[config.mk]
export PLATFORM = sky130hd
export DESIGN_NAME = alu_mdu_seq
export DESIGN_NICKNAME = d
export VERILOG_FILES = /design/src/rtl/mips_pkg.sv /design/src/rtl/mdu_step.sv /design/src/rtl/alu_mdu_seq.sv
export SDC_FILE = /design/constraint.sdc
export NUM_CORES = 1
export LEC_CHECK = 0
export ABC_AREA = 1
export CAP_MARGIN = 20
export CORE_UTILIZATION = 57
export CTS_CLUSTER_DIAMETER = 200
export DETAILED_ROUTE_END_ITERATION = 12
export PLACE_DENSITY = 0.87
export SYNTH_ARGS = -nofsm -noshare
export SYNTH_HDL_FRONTEND = slang
export SYNTH_SLANG_ARGS = --single-unit
[constraint.sdc]
create_clock -name clk -period 3.4 [get_ports clk]
set_input_delay 0.68 -clock clk [delete_from_list [all_inputs] [get_ports clk]]
set_output_delay 0.68 -clock clk [all_outputs]
set_load 0.02 [all_outputs]
[src/rtl/mips_pkg.sv]
// ============================================================================
//  mips_pkg : shared ALU function codes, sequencer states and MDU op codes.
//  Rev 1.0  - initial release
// ============================================================================
`default_nettype none

package mips_pkg;

   localparam logic [3:0] ALUC_AND = 4'b0000;
   localparam logic [3:0] ALUC_OR  = 4'b0001;
   localparam logic [3:0] ALUC_ADD = 4'b0010;
   localparam logic [3:0] ALUC_XOR = 4'b0011;
   localparam logic [3:0] ALUC_NOR = 4'b0100;
   localparam logic [3:0] ALUC_SUB = 4'b0101;

   localparam logic OP_MULTU = 1'b0;
   localparam logic OP_DIVU  = 1'b1;

   typedef enum logic [1:0] {
      SEQ_IDLE = 2'd0,
      SEQ_RUN  = 2'd1,
      SEQ_DONE = 2'd2
   } seq_state_t;

endpackage

`default_nettype wire

[src/rtl/mdu_step.sv]
// ============================================================================
//  mdu_step : one-bit MULTU shift-add / DIVU restoring step, combinational.
//  Rev 1.0  - initial release
// ============================================================================
`default_nettype none

module mdu_step
   import mips_pkg::*;
#(
   parameter int XLEN = 32
) (
   input  logic            op,
   input  logic [XLEN-1:0] alu_res,
   input  logic [XLEN-1:0] pr,
   input  logic [XLEN-1:0] q,
   input  logic [XLEN-1:0] d,
   output logic [XLEN-1:0] pr_nxt,
   output logic [XLEN-1:0] q_nxt
);

   logic [XLEN-1:0] s;
   logic            carry;

   always_comb begin
      s      = {pr[XLEN-2:0], q[XLEN-1]};
      carry  = 1'b0;
      pr_nxt = pr;
      q_nxt  = q;
      if (op == OP_MULTU) begin
         if (q[0]) begin
            // carry out of P+M recovered from wraparound of the shared ALU
            carry  = (alu_res < pr);
            pr_nxt = {carry, alu_res[XLEN-1:1]};
            q_nxt  = {alu_res[0], q[XLEN-1:1]};
         end else begin
            pr_nxt = {1'b0, pr[XLEN-1:1]};
            q_nxt  = {pr[0], q[XLEN-1:1]};
         end
      end else begin
         if (pr[XLEN-1] || (s >= d)) begin
            pr_nxt = alu_res;
            q_nxt  = {q[XLEN-2:0], 1'b1};
         end else begin
            pr_nxt = s;
            q_nxt  = {q[XLEN-2:0], 1'b0};
         end
      end
   end

endmodule

`default_nettype wire

[src/rtl/alu_mdu_seq.sv]
// ============================================================================
//  alu_mdu_seq : multi-cycle MULTU/DIVU sequencer borrowing the EXE-stage ALU.
//  Optional MULTU early exit with macro MDU_EARLY_EXIT_EN.
//  Rev 1.0  - initial release
// ============================================================================
`default_nettype none

module alu_mdu_seq
   import mips_pkg::*;
#(
   parameter int XLEN = 32,
   parameter int ITER = XLEN
) (
   input  logic            clk,
   input  logic            clrn,
   input  logic            start,
   input  logic            op,
   input  logic [XLEN-1:0] src_a,
   input  logic [XLEN-1:0] src_b,
   output logic            alu_own,
   output logic [XLEN-1:0] alu_a,
   output logic [XLEN-1:0] alu_b,
   output logic [3:0]      aluc,
   input  logic [XLEN-1:0] alu_res,
   output logic            busy,
   output logic            done,
   output logic [XLEN-1:0] hi,
   output logic [XLEN-1:0] lo
);

   localparam int CW = $clog2(ITER + 1);

   seq_state_t      state;
   logic            op_r;
   logic [CW-1:0]   cnt;
   logic [XLEN-1:0] pr;
   logic [XLEN-1:0] q;
   logic [XLEN-1:0] pr_nxt;
   logic [XLEN-1:0] q_nxt;
   logic [XLEN-1:0] pr_fin;
   logic [XLEN-1:0] q_fin;
   logic [XLEN-1:0] a_nxt;
   logic            last;

   // divisor / multiplicand lives in alu_b, held constant through RUN
   mdu_step #(.XLEN(XLEN)) u_step (
      .op      (op_r),
      .alu_res (alu_res),
      .pr      (pr),
      .q       (q),
      .d       (alu_b),
      .pr_nxt  (pr_nxt),
      .q_nxt   (q_nxt)
   );

`ifdef MDU_EARLY_EXIT_EN
   logic [XLEN-1:0]   rem_mask;
   logic [CW-1:0]     rem_cnt;
   logic [2*XLEN-1:0] pq_shf;
   logic              early;

   // after this step, multiplier bits still unshifted sit in q_nxt below rem_mask
   always_comb begin
      rem_mask = {XLEN{1'b1}} >> (32'(cnt) + 32'd1);
      rem_cnt  = CW'(ITER - 1) - cnt;
      pq_shf   = {pr_nxt, q_nxt} >> rem_cnt;
      early    = (op_r == OP_MULTU) && ((q_nxt & rem_mask) == '0);
      last     = early || (cnt == CW'(ITER - 1));
      pr_fin   = early ? pq_shf[2*XLEN-1:XLEN] : pr_nxt;
      q_fin    = early ? pq_shf[XLEN-1:0]      : q_nxt;
   end
`else
   always_comb begin
      last   = (cnt == CW'(ITER - 1));
      pr_fin = pr_nxt;
      q_fin  = q_nxt;
   end
`endif

   always_comb begin
      a_nxt = (op_r == OP_MULTU) ? pr_fin : {pr_fin[XLEN-2:0], q_fin[XLEN-1]};
   end

   always_ff @(posedge clk or negedge clrn) begin
      if (!clrn) begin
         state   <= SEQ_IDLE;
         op_r    <= OP_MULTU;
         cnt     <= '0;
         pr      <= '0;
         q       <= '0;
         busy    <= 1'b0;
         done    <= 1'b0;
         alu_own <= 1'b0;
         alu_a   <= '0;
         alu_b   <= '0;
         aluc    <= ALUC_AND;
         hi      <= '0;
         lo      <= '0;
      end else begin
         case (state)
            SEQ_IDLE: begin
               done <= 1'b0;
               if (start) begin
                  op_r    <= op;
                  cnt     <= '0;
                  pr      <= '0;
                  q       <= (op == OP_DIVU) ? src_a : src_b;
                  busy    <= 1'b1;
                  alu_own <= 1'b1;
                  alu_a   <= (op == OP_DIVU) ? {{(XLEN-1){1'b0}}, src_a[XLEN-1]} : '0;
                  alu_b   <= (op == OP_DIVU) ? src_b : src_a;
                  aluc    <= (op == OP_DIVU) ? ALUC_SUB : ALUC_ADD;
                  state   <= SEQ_RUN;
               end
            end
            SEQ_RUN: begin
               cnt <= cnt + 1'b1;
               pr  <= pr_fin;
               q   <= q_fin;
               if (last) begin
                  busy    <= 1'b0;
                  alu_own <= 1'b0;
                  done    <= 1'b1;
                  hi      <= pr_fin;
                  lo      <= q_fin;
                  state   <= SEQ_DONE;
               end else begin
                  alu_a   <= a_nxt;
               end
            end
            SEQ_DONE: begin
               done  <= 1'b0;
               state <= SEQ_IDLE;
            end
            default: state <= SEQ_IDLE;
         endcase
      end
   end

endmodule

`default_nettype wire

==> run_1/cell_classes.png <==
Drawn at 2 px/um.
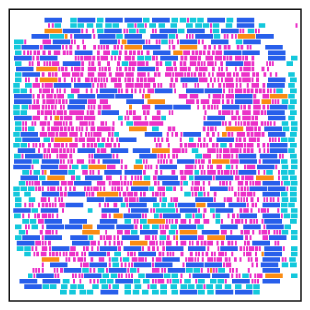
- all other logic: magenta (cells 1152)
- clock drivers and dummy loads: orange (cells 41)
- flip-flops: blue (cells 204)
- other buffers and delay cells: cyan (cells 256)
placeable core region: 19800 sq um
design area: 14900 sq um
number of rows created at floorplan: 51

==> run_1/port_nets.png <==
Drawn at 3 px/um.
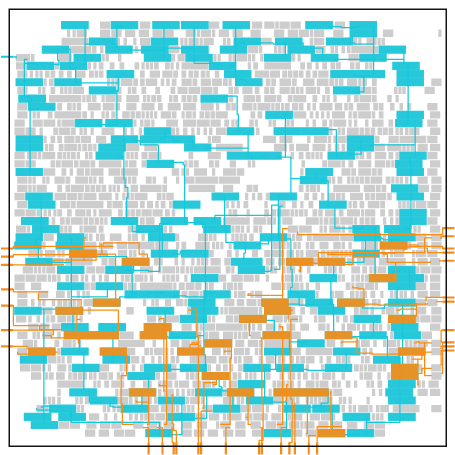
- `alu_b`: orange (bits 32; direction output; edge 14 bottom, 11 right, 7 left; end cells 32; buffers 32; wire 1220 um)
- `clrn`: cyan (bits 1; direction input; edge left; end cells 204; buffers 5; wire 1680 um)

==> run_1/final_placement.png <==
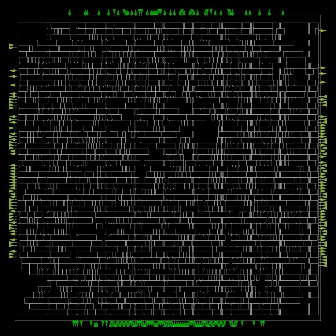
number of sequential cells in the layout: 204
flip-flop and latch share of the layout cell area: 34.2%
Taps Inserted: 265
Layout Utilization: 75.5%

==> deck_impl_summary.md, run 1 <==
Flow Results at a Glance

Global route
  • Met1 track demand over resource: 44.0%
  • Total global routing overflow: 0
  • Largest net degree at the start of global routing: 74
  • Met2 track demand over resource: 56.5%
  • Layer carrying the most global-route usage: met2
  • Global-route wire length before repair: 58.2 mm
  • Number of antenna violations at the first check in global routing: 1
  • Overall routing resource usage: 34.4%
  • Via count of the first global-routing pass: 11400

Synth
  • Post-synthesis mux area share: 0%
  • Dominant flop cell: dfrtp_1
  • Area reported by Yosys stat: 11700 sq um
  • Area fraction in full adders, half adders and majority gates: 6.86%
  • Area of the mapped netlist: between 10000 and 15000 sq um
  • Number of different library cells in the post-synthesis netlist: ~44
  • Per-instance average area after synthesis: between 8 and 9 sq um
  • Main logic family: simple AND/OR/NAND/NOR gates
  • Leading post-synthesis cells by cell area: dfrtp_1, nand2_1, ha_1
  • Cell count after synthesis: 1438
  • XOR Share, Synth: less than 1%
  • Library cell with the highest instance count after synthesis: nand2_1
  • Sequential element share of the synthesized area: about 44%
  • Leading post-synthesis cells by instance count: nand2_1, dfrtp_1, inv_1
  • Post-synth top area cell: dfrtp_1
  • Complex-gate fraction of the synthesized area: 12.7%
  • Count of flip-flops with a built-in enable after synthesis: 0
  • Proportion of netlist area held by the largest area contributor: 43.7%
  • Cell total in the yosys stat output: 1438
  • Fraction of registers with async set/reset: 100%
  • Synth Area in Simple Gates: 28.3%
  • Nets in the synthesized netlist: 1602

Route
  • WL final: 35.4 mm
  • Detailed-route via count: roughly 11000
  • Remaining routing DRC violations: 0
  • Routed wire length per instance: 18.5 um
  • Post-DRT Antenna Nets: 0
  • First drt pass iteration count: 5
  • Length of routed wiring on met1: roughly 14 mm
  • Amount of wire on met3 after detailed routing: 3.08 mm
  • Iter 0 DRT Violations: roughly 1000
  • Top Layer Used: met4
  • Met2 routed wirelength: roughly 17 mm
  • Via density per instance: between 5 and 6

Pwr
  • Net switching power figure: 7.39 mW
  • Share of total power in combinational logic: 56.0%
  • Top power group: combinational cells
  • Worst VDD drop: 0.709 mV
  • Proportion of power drawn by the clock network: ~16%
  • Sequential share of power: 28.1%
  • PwrDens: 1070 nW/um^2
  • Total power after layout: 16.0 mW
  • Leakage: 7.19 nW
  • Fraction of power spent switching nets: 46.2%
  • Clock net power: between 2 and 3 mW
  • Comb power: 8.96 mW
  • Power drawn by the sequential cells: 4.49 mW

Worst setup path
  • CP startpoint kind: flip-flop
  • Crit-path cells: clkdlybuf4s50_1
  • CP bufs+invs: 1
  • Stages on the worst setup path: 1
  • Setup crit start: aluc[0]
  • Delay of the slowest cell on the worst path: approximately 750 ps
  • Critical path class: reg -> out
  • Type of element capturing the critical path: primary output
  • Worst Reg2Reg Path Length in Cells: 11
  • Crit path required time: 2720 ps
  • Register-to-register setup slack: 740 ps
  • Reg2reg end: hi[2]
  • Maximum fanout along the worst path: about 54
  • Critical Path Slowest Stage Cell: dfrtp_4
  • Arr. time, crit path: 1990 ps
  • Capture point of the worst path: aluc[0]
  • Reg-to-reg startpoint: alu_b[31]
  • Family with the most delay on the worst path: flip-flops

Clock network
  • # clock sinks: between 200 and 250
  • Post-cts gate resize count: 0
  • Total number of H-tree levels: 1
  • CTS Hold Bufs: 0
  • Cts bufs inserted: 23
  • Root Buffer: clkbuf_16
  • Clock tree from TritonCTS: built
  • Post-CTS clock slew at the launch and capture registers of the worst setup and hold paths: 60 ps
  • Setup Buffers After CTS: 0
  • Deepest clock path buffer count: 3

Place
  • Number of port buffers: 233
  • Pre-CTS setup slack: 258 ps
  • Cell area after placement: 14100 sq um
  • Total placed cells including tap cells: between 1500 and 2000
  • Post-detail-place hpwl: 24.6 mm
  • Final GP Congestion: around 0.94

Finish
  • Total area of sequential cells: 5110 sq um
  • Non-Clock Inverter Count: 148
  • Relative area of non-clock buffer cells in the final design: around 17%
  • Dominant logic cell type in the layout: nand2_1
  • Layout clock buffer count: 33
  • Share of cells above drive strength 1: 8.77%
  • Fin nets: 1801
  • Proportion of cell area spent on the clock network: 5.19%
  • Biggest cell category by area in the final layout: combinational gates
  • Commonest cells after routing, fill and taps aside: nand2_1, clkdlybuf4s50_1, dfrtp_1
  • Multi-input gate area in the final layout: 5610 sq um
  • Number of inserted filler cells in the final layout: 1435
  • Non-Clock Buffer Count: 256
  • N_diodes: 1
  • Final instance count without filler cells: 1919
  • Area growth syn-to-layout: 27.9%

Final timing
  • Post-route fraction of the period consumed by the critical path: 78.5%
  • Worst slack on hold paths: around 160 ps
  • Slew HR: 34.2%
  • Final setup violation count: 0
  • Final Slew Violations: 0
  • RSZ-0062 raised after global routing: false
  • Accumulated negative setup slack: 0 ps
  • Slew at the pin closest to its max-slew limit: approximately 980 ps
  • Minimum clock period: about 2700 ps
  • Worst clock skew: 17.2 ps
  • Hold Vio Cnt, Final: 0

Floorplanning
  • Num ports: 235
  • Initial cell density of the core: 59.0%
  • Vertical die size: 145 um
  • Die Footprint: 21100 sq um

Hold path
  • Type of the most critical hold path: in -> async

Outcome
  • Status: finished, final reports clean

Flow run
  • Max-cap viol count: 0
  • Count of warning messages emitted by the tools: 26
==> run 2: changes to the inputs <==
--- a/config.mk
+++ b/config.mk
@@ -7,10 +7,10 @@
 export LEC_CHECK = 0
 export ABC_AREA = 1
 export CAP_MARGIN = 20
-export CORE_UTILIZATION = 57
+export CORE_UTILIZATION = 47
 export CTS_CLUSTER_DIAMETER = 200
 export DETAILED_ROUTE_END_ITERATION = 12
-export PLACE_DENSITY = 0.87
+export PLACE_DENSITY = 0.77
 export SYNTH_ARGS = -nofsm -noshare
 export SYNTH_HDL_FRONTEND = slang
 export SYNTH_SLANG_ARGS = --single-unit
==> constraint.sdc (replaced) <==
create_clock -name clk -period 2.33 [get_ports clk]
set_input_delay 0.466 -clock clk [delete_from_list [all_inputs] [get_ports clk]]
set_output_delay 0.466 -clock clk [all_outputs]
set_load 0.02 [all_outputs]
==> run_2/met2.png <==
Drawn at 3 px/um.
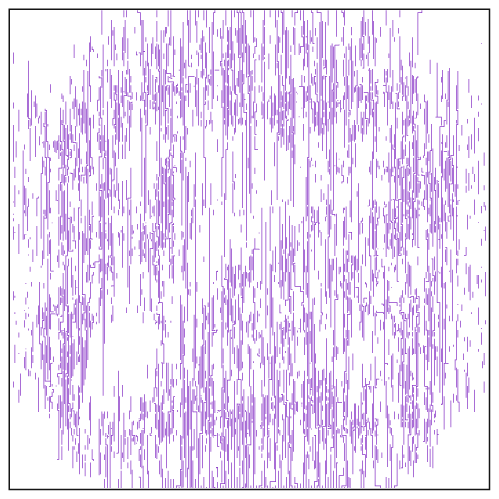
- share of all routed wire: 46%
- wire length on this layer: 16900 um
- main direction: vertical
- longest straight run: 75.0 um
- nets with wire on the layer: 1545
detailed-route via count: 11100
WL final: 36.6 mm

==> deck_impl_summary.md, run 2 <==
Flow Results at a Glance

Synth
  • Area of the mapped netlist: 11700 sq um
  • Dominant flop cell: dfrtp_1
  • Proportion of netlist area held by the largest area contributor: 43.7%
  • Post-synth top area cell: dfrtp_1
  • Per-instance average area after synthesis: 8.12 sq um
  • Main logic family: simple AND/OR/NAND/NOR gates
  • XOR Share, Synth: 0.0750%
  • Post-synthesis mux area share: 0%
  • Cell total in the yosys stat output: 1438
  • Nets in the synthesized netlist: 1602
  • Area fraction in full adders, half adders and majority gates: around 6.9%
  • Synth Area in Simple Gates: 28.3%
  • Sequential element share of the synthesized area: 43.7%
  • Complex-gate fraction of the synthesized area: 12.7%
  • Cell count after synthesis: 1438
  • Leading post-synthesis cells by cell area: dfrtp_1, nand2_1, ha_1
  • Area reported by Yosys stat: 11700 sq um
  • Count of flip-flops with a built-in enable after synthesis: 0

Place
  • Pre-CTS setup slack: 24.9 ps
  • Cell area after placement: 14700 sq um
  • Post-detail-place hpwl: ~26 mm

Finish
  • Design area: 16000 sq um
  • Number of sequential cells in the layout: around 200
  • Dominant logic cell type in the layout: nand2_1
  • Flip-flop and latch share of the layout cell area: 32.0%
  • Commonest cells after routing, fill and taps aside: nand2_1, clkdlybuf4s50_1, dfrtp_1
  • Multi-input gate area in the final layout: 5950 sq um
  • Share of cells above drive strength 1: between 10% and 20%
  • Non-Clock Inverter Count: 148
  • Layout Utilization: 65.6%
  • Total area of sequential cells: 5110 sq um
  • Area growth syn-to-layout: 36.7%
  • Fin nets: 1853
  • Biggest cell category by area in the final layout: combinational gates
  • Relative area of non-clock buffer cells in the final design: 19.4%
  • Layout clock buffer count: 29
  • Number of inserted filler cells in the final layout: 1994

Pwr
  • Worst VDD drop: 0.799 mV
  • Fraction of power spent switching nets: 45.0%
  • Share of total power in combinational logic: 58.1%
  • Net switching power figure: 11.3 mW
  • PwrDens: approximately 1600 nW/um^2
  • Comb power: 14.5 mW
  • Total power after layout: 25.0 mW
  • Clock net power: 4.03 mW
  • Proportion of power drawn by the clock network: between 10% and 20%

Worst setup path
  • Crit-path cells: clkdlybuf4s50_1
  • CP bufs+invs: 1
  • Delay of the slowest cell on the worst path: approximately 670 ps
  • Arr. time, crit path: roughly 1800 ps
  • Capture point of the worst path: aluc[0]
  • Stages on the worst setup path: 1
  • Reg2reg end: alu_a[12]
  • Setup crit start: aluc[0]
  • Register-to-register setup slack: 80 ps
  • Critical path class: reg -> out
  • Worst Reg2Reg Path Length in Cells: 13
  • Critical Path Slowest Stage Cell: clkdlybuf4s50_1
  • Crit path required time: ~1900 ps
  • Reg-to-reg startpoint: alu_b[29]
  • Type of element capturing the critical path: primary output

Flow run
  • Max-cap viol count: 0
  • Count of warning messages emitted by the tools: 27

Clock network
  • Total number of H-tree levels: 1
  • Post-cts gate resize count: 0
  • Post-CTS clock slew at the launch and capture registers of the worst setup and hold paths: 60 ps
  • Root Buffer: clkbuf_16
  • Clock tree from TritonCTS: built
  • Setup Buffers After CTS: 0
  • CTS Hold Bufs: 1
  • Deepest clock path buffer count: 3
  • Cts bufs inserted: 23

Global route
  • Layer carrying the most global-route usage: met2
  • Largest net degree at the start of global routing: 61
  • Global-route wire length before repair: just under 60 mm
  • Via count of the first global-routing pass: 11000
  • Met1 track demand over resource: 38.1%
  • Overall routing resource usage: 28.7%
  • Met2 track demand over resource: 45.7%

Route
  • Iter 0 DRT Violations: 729
  • Routed wire length per instance: approximately 18 um
  • Post-DRT Antenna Nets: 0
  • First drt pass iteration count: 5
  • Via density per instance: 5.49
  • Remaining routing DRC violations: 0
  • Top Layer Used: met4

Final timing
  • Slew at the pin closest to its max-slew limit: about 700 ps
  • Final Slew Violations: 0
  • Minimum clock period: 2270 ps
  • Post-route fraction of the period consumed by the critical path: a little over nine tenths
  • Hold Vio Cnt, Final: 0

Outcome
  • Status: finished, final reports clean

Floorplanning
  • Placeable core region: ~24000 sq um
  • Vertical die size: about 160 um
  • Initial cell density of the core: 48.0%
  • Die Footprint: 25500 sq um
  • Taps Inserted: approximately 320

Hold path
  • Type of the most critical hold path: in -> async
Power and IR drop assume default switching activity.
